### src/rtl/svm_r_pkg.sv
// Shared coefficients, widths and FSM encodings for the SVM regressor family.
// The parallel and sequenced regressors both read this single coefficient source.
package svm_r_pkg;

  localparam int NUM_FEAT = 6;
  localparam int ACT_W    = 4;
  localparam int W_W      = 8;
  localparam int OUT_W    = 13;
  localparam int PROD_W   = ACT_W + W_W;
  localparam int IDX_W    = $clog2(NUM_FEAT);
  localparam int IN_W     = NUM_FEAT * ACT_W;

  localparam logic signed [W_W-1:0] WEIGHTS [NUM_FEAT] = '{
    8'sd5, -8'sd61, -8'sd13, 8'sd36, 8'sd88, -8'sd65
  };

  localparam logic signed [OUT_W-1:0] INTERCEPT = 13'sd1063;
  localparam logic [IDX_W-1:0]        IDX_LAST  = IDX_W'(NUM_FEAT - 1);

  localparam logic [1:0] ST_IDLE = 2'd0;
  localparam logic [1:0] ST_MAC  = 2'd1;
  localparam logic [1:0] ST_DONE = 2'd2;

  // Widen a signed product to the accumulator width.
  function automatic logic signed [OUT_W-1:0] sext_prod(input logic signed [PROD_W-1:0] p);
    return {{(OUT_W - PROD_W){p[PROD_W-1]}}, p};
  endfunction

endpackage

### src/rtl/svm_r_seq_ctrl_if.sv
// Feature-in / result-out handshake bundle of the sequenced SVM regressor.
interface svm_r_seq_ctrl_if;
  import svm_r_pkg::*;

  logic                    in_valid;
  logic                    in_ready;
  logic [IN_W-1:0]         inp;
  logic                    out_valid;
  logic                    out_ready;
  logic signed [OUT_W-1:0] out;
  logic                    busy;

  modport master (
    output in_valid, inp, out_ready,
    input  in_ready, out_valid, out, busy
  );

  modport slave (
    input  in_valid, inp, out_ready,
    output in_ready, out_valid, out, busy
  );

endinterface

### src/rtl/svm_r_mac.sv
// Single multiply-accumulate lane: selects feature idx and its weight, multiplies
// unsigned feature by signed weight and adds into the wrapping accumulator.
module svm_r_mac
  import svm_r_pkg::*;
(
  input  logic [IN_W-1:0]         feat,
  input  logic [IDX_W-1:0]        idx,
  input  logic signed [OUT_W-1:0] acc,
  output logic signed [OUT_W-1:0] acc_nxt
);

  logic [ACT_W-1:0]         x_s;
  logic signed [W_W-1:0]    w_s;
  logic signed [PROD_W-1:0] prod_s;

  // Feature / coefficient mux driven by the iteration index
  always_comb begin
    x_s = '0;
    w_s = '0;
    for (int i = 0; i < NUM_FEAT; i++) begin
      x_s = (idx == IDX_W'(i)) ? feat[i*ACT_W +: ACT_W] : x_s;
      w_s = (idx == IDX_W'(i)) ? WEIGHTS[i] : w_s;
    end
  end

  assign prod_s  = PROD_W'($signed({1'b0, x_s})) * PROD_W'(w_s);
  assign acc_nxt = acc + sext_prod(prod_s);

endmodule

### src/rtl/svm_r_seq_ctrl.sv
// Sequenced SVM regressor: one MAC lane iterated over NUM_FEAT features, with
// valid/ready handshakes on the feature input and the result output.
module svm_r_seq_ctrl
  import svm_r_pkg::*;
(
  input  logic              clk,
  input  logic              rst_n,
  svm_r_seq_ctrl_if.slave   bus
);

  logic [1:0]              state_q, state_d;
  logic [IDX_W-1:0]        idx_q, idx_d;
  logic signed [OUT_W-1:0] acc_q, acc_d;
  logic signed [OUT_W-1:0] out_q, out_d;
  logic [IN_W-1:0]         feat_q, feat_d;
  logic                    out_valid_q, out_valid_d;
  logic                    busy_q, busy_d;
  logic signed [OUT_W-1:0] acc_nxt_s;
  logic                    in_ready_s;
  logic                    accept_s;

  assign in_ready_s = (state_q == ST_IDLE) || ((state_q == ST_DONE) && bus.out_ready);
  assign accept_s   = bus.in_valid && in_ready_s;

  svm_r_mac u_mac (
    .feat    (feat_q),
    .idx     (idx_q),
    .acc     (acc_q),
    .acc_nxt (acc_nxt_s)
  );

  // Next-state, counter and datapath register logic
  always_comb begin
    state_d     = state_q;
    idx_d       = idx_q;
    acc_d       = acc_q;
    out_d       = out_q;
    feat_d      = feat_q;
    out_valid_d = out_valid_q;
    busy_d      = busy_q;
    case (state_q)
      ST_IDLE: begin
        if (accept_s) begin
          state_d = ST_MAC;
          feat_d  = bus.inp;
          acc_d   = INTERCEPT;
          idx_d   = '0;
          busy_d  = 1'b1;
        end else begin
          busy_d  = 1'b0;
        end
      end
      ST_MAC: begin
        acc_d = acc_nxt_s;
        if (idx_q == IDX_LAST) begin
          state_d     = ST_DONE;
          idx_d       = '0;
          out_d       = acc_nxt_s;
          out_valid_d = 1'b1;
          busy_d      = 1'b0;
        end else begin
          idx_d       = idx_q + IDX_W'(1);
        end
      end
      ST_DONE: begin
        // Retiring the result and accepting the next vector may share one edge
        if (bus.out_ready && bus.in_valid) begin
          state_d     = ST_MAC;
          feat_d      = bus.inp;
          acc_d       = INTERCEPT;
          idx_d       = '0;
          out_valid_d = 1'b0;
          busy_d      = 1'b1;
        end else if (bus.out_ready) begin
          state_d     = ST_IDLE;
          out_valid_d = 1'b0;
        end else begin
          out_valid_d = 1'b1;
        end
      end
      default: begin
        state_d     = ST_IDLE;
        idx_d       = '0;
        out_valid_d = 1'b0;
        busy_d      = 1'b0;
      end
    endcase
  end

  // State and datapath registers
  always_ff @(posedge clk or negedge rst_n) begin
    if (!rst_n) begin
      state_q     <= ST_IDLE;
      idx_q       <= '0;
      acc_q       <= '0;
      out_q       <= '0;
      feat_q      <= '0;
      out_valid_q <= 1'b0;
      busy_q      <= 1'b0;
    end else begin
      state_q     <= state_d;
      idx_q       <= idx_d;
      acc_q       <= acc_d;
      out_q       <= out_d;
      feat_q      <= feat_d;
      out_valid_q <= out_valid_d;
      busy_q      <= busy_d;
    end
  end

  assign bus.in_ready  = in_ready_s;
  assign bus.out_valid = out_valid_q;
  assign bus.out       = out_q;
  assign bus.busy      = busy_q;

endmodule

### src/flat_wrapper.sv
// flat-port wrapper written by rule: the top's interface ports become plain ports
module svm_r_seq_ctrl_flat import svm_r_pkg::*;
  (clk, rst_n, bus_in_valid, bus_inp, bus_out_ready, bus_in_ready, bus_out_valid, bus_out, bus_busy);
  svm_r_seq_ctrl_if bus_i ();
  input  logic clk;
  input  logic rst_n;
  input wire logic [$bits(bus_i.in_valid)-1:0] bus_in_valid;
  input wire logic [$bits(bus_i.inp)-1:0] bus_inp;
  input wire logic [$bits(bus_i.out_ready)-1:0] bus_out_ready;
  output wire logic [$bits(bus_i.in_ready)-1:0] bus_in_ready;
  output wire logic [$bits(bus_i.out_valid)-1:0] bus_out_valid;
  output wire logic [$bits(bus_i.out)-1:0] bus_out;
  output wire logic [$bits(bus_i.busy)-1:0] bus_busy;
  assign bus_i.in_valid = bus_in_valid;
  assign bus_i.inp = bus_inp;
  assign bus_i.out_ready = bus_out_ready;
  assign bus_in_ready = bus_i.in_ready;
  assign bus_out_valid = bus_i.out_valid;
  assign bus_out = bus_i.out;
  assign bus_busy = bus_i.busy;
  svm_r_seq_ctrl u_core (.clk(clk), .rst_n(rst_n), .bus(bus_i));
endmodule
### config.mk
export PLATFORM = sky130hd
export DESIGN_NAME = svm_r_seq_ctrl_flat
export DESIGN_NICKNAME = d
export VERILOG_FILES = /design/src/rtl/svm_r_pkg.sv /design/src/rtl/svm_r_seq_ctrl_if.sv /design/src/rtl/svm_r_mac.sv /design/src/rtl/svm_r_seq_ctrl.sv /design/src/flat_wrapper.sv
export SDC_FILE = /design/constraint.sdc
export NUM_CORES = 1
export LEC_CHECK = 0
export CAP_MARGIN = 30
export CORE_UTILIZATION = 50
export CTS_CLUSTER_DIAMETER = 40
export DETAILED_ROUTE_END_ITERATION = 10
export HOLD_SLACK_MARGIN = 0.12
export PLACE_DENSITY = 0.72
export SETUP_SLACK_MARGIN = 0.05
export SLEW_MARGIN = 20
export SYNTH_ARGS = -nofsm -noshare
export SYNTH_HDL_FRONTEND = slang
export SYNTH_SLANG_ARGS = --single-unit
export TNS_END_PERCENT = 30
### constraint.sdc
create_clock -name clk -period 9.7 [get_ports clk]
set_clock_uncertainty 0.05 [all_clocks]
set_input_delay 1.94 -clock clk [delete_from_list [all_inputs] [get_ports clk]]
set_output_delay 1.94 -clock clk [all_outputs]
set_load 0.1 [all_outputs]
==> images/power_grid.png <==
The bar under the picture is 20 um long. Pins as bars on the die edge. Tap cells in grey.
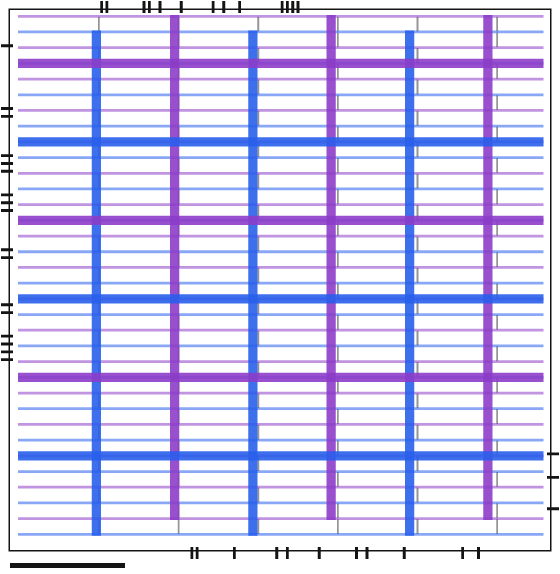
legend:
  VDD:
    colour: purple
  VSS:
    colour: blue
rows: 33
met4 straps: 6
tap cells: 105
met5 straps: 6
Core ar.: 8180 um2
chip width: 93.6 um
Die Y: 93.6 um

==> images/placement_by_type.png <==
The bar under the picture is 20 um long.
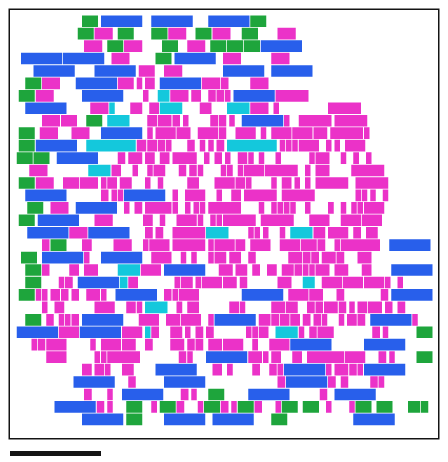
legend:
  clock drivers and dummy loads:
    colour: cyan
    cells: 16
    share_of_their_area: 4.4%
  combinational and other logic:
    colour: magenta
    cells: 373
    share_of_their_area: 57%
  remaining buffers and delay cells:
    colour: green
    cells: 44
    share_of_their_area: 9.1%
  sequential cells:
    colour: blue
    cells: 57
    share_of_their_area: 30%
Final Util: 0.600
# rows: 33
register share of the cell area: 0.291
Finished Cell Area: 4900 um2

==> images/clk_routes.png <==
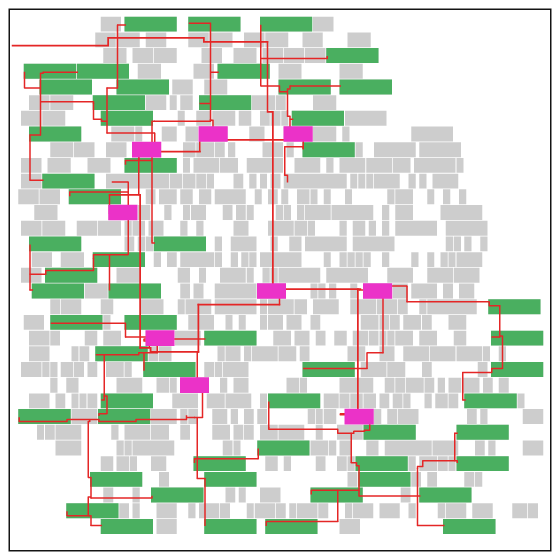
legend:
  clock wires:
    colour: red
    length: 878 um
  clock drivers:
    colour: magenta
    count: 9
  flip-flops:
    colour: green
    count: 57
flops lie: spread over the die
Late-Pin Clk Latency: 340 ps

==> summary.txt <==
Final hold violations: 0
Largest net degree at the start of global routing: 58
CP Launch Type: flip-flop
Longest Clk Path Bufs: 2
Combinational Gates: 322
R2R Path Start: u_core.idx_q[0]
Max reg flops: 24
Root buf cell: clkbuf_8
Slowest CP cell: dfrtp_1
Status: finished clean
Min-Delay Endpoint: u_core.bus.out[1]
Synth area leaders: dfrtp_1, ha_1, fa_1
Proportion of layout cells with a drive suffix above 1: 0.108
Count of library flops with an enable pin: 0
Gate Area: 2510 um2
Hold WC Path Type: flip-flop to flip-flop
Largest type area fraction: 0.340
Synth Flop Type: dfrtp_1
==> images/wires.png <==
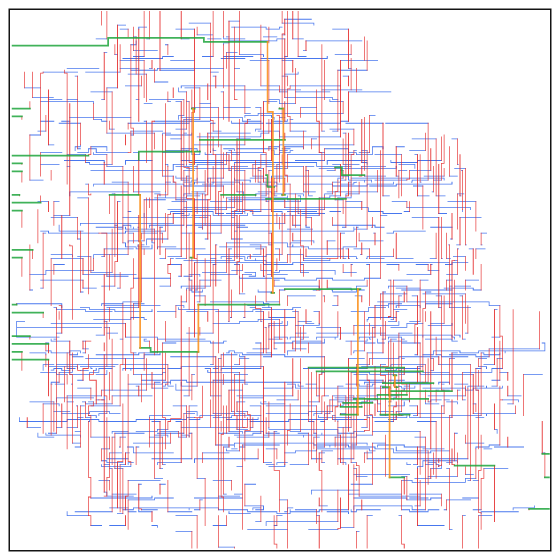
legend:
  metal 1:
    colour: blue
    wire_length: 4,020 um
  metal 4:
    colour: orange
    wire_length: 159 um
  metal 2:
    colour: red
    wire_length: 4,060 um
  metal 3:
    colour: green
    wire_length: 309 um
GR Util All Layers: 0.209
final WL: 8550 um
via count: 3,265
WL per Instance: 14.4 um

==> images/congestion.png <==
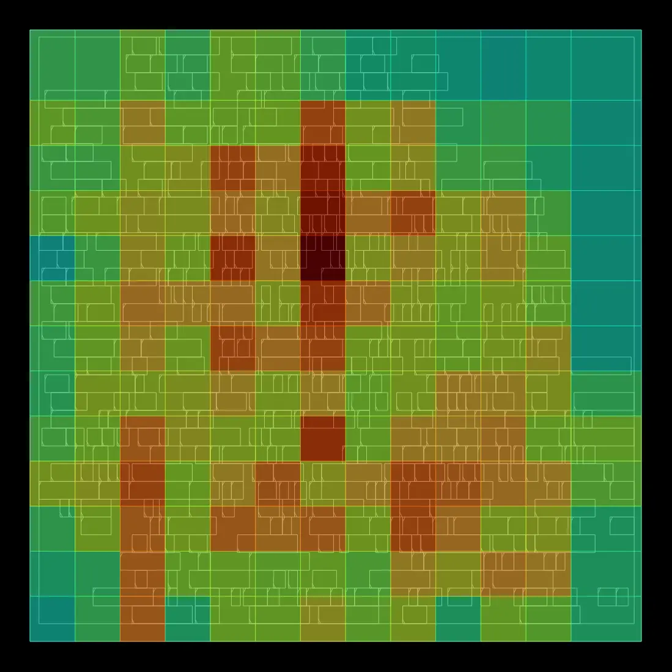
Top Usage Layer GRT: met2
met3 Track Usage GR: 0.0407
M1 GR Usage: 0.279
global-route met2 utilization: 0.341

metal layers:
layer / vias up / part of all wire
met5: - / 0
met4: 0 / 0.019
met3: 16 / 0.036
met2: 69 / 0.47
met1: 1590 / 0.47
li1: 1590 / -
cell families after synthesis:
family / share of synthesized area
simple gates: 0.118
compound gates: 0.152
buf+inv: 0.0615
flops: 0.340
fa+ha+maj: 0.198
mux: 0.0824
xor+xnor: 0.0486
through the flow:
| step | std cells | util |
|---|---|---|
| 4_1_cts | 595 | 0.600 |
| 3_5_place_dp | 579 | 0.574 |
| 3_3_place_gp | 579 | 0.574 |
| 6_report | 595 | 0.600 |
| 2_1_floorplan | 444 | - |
| 5_1_grt | 595 | 0.600 |
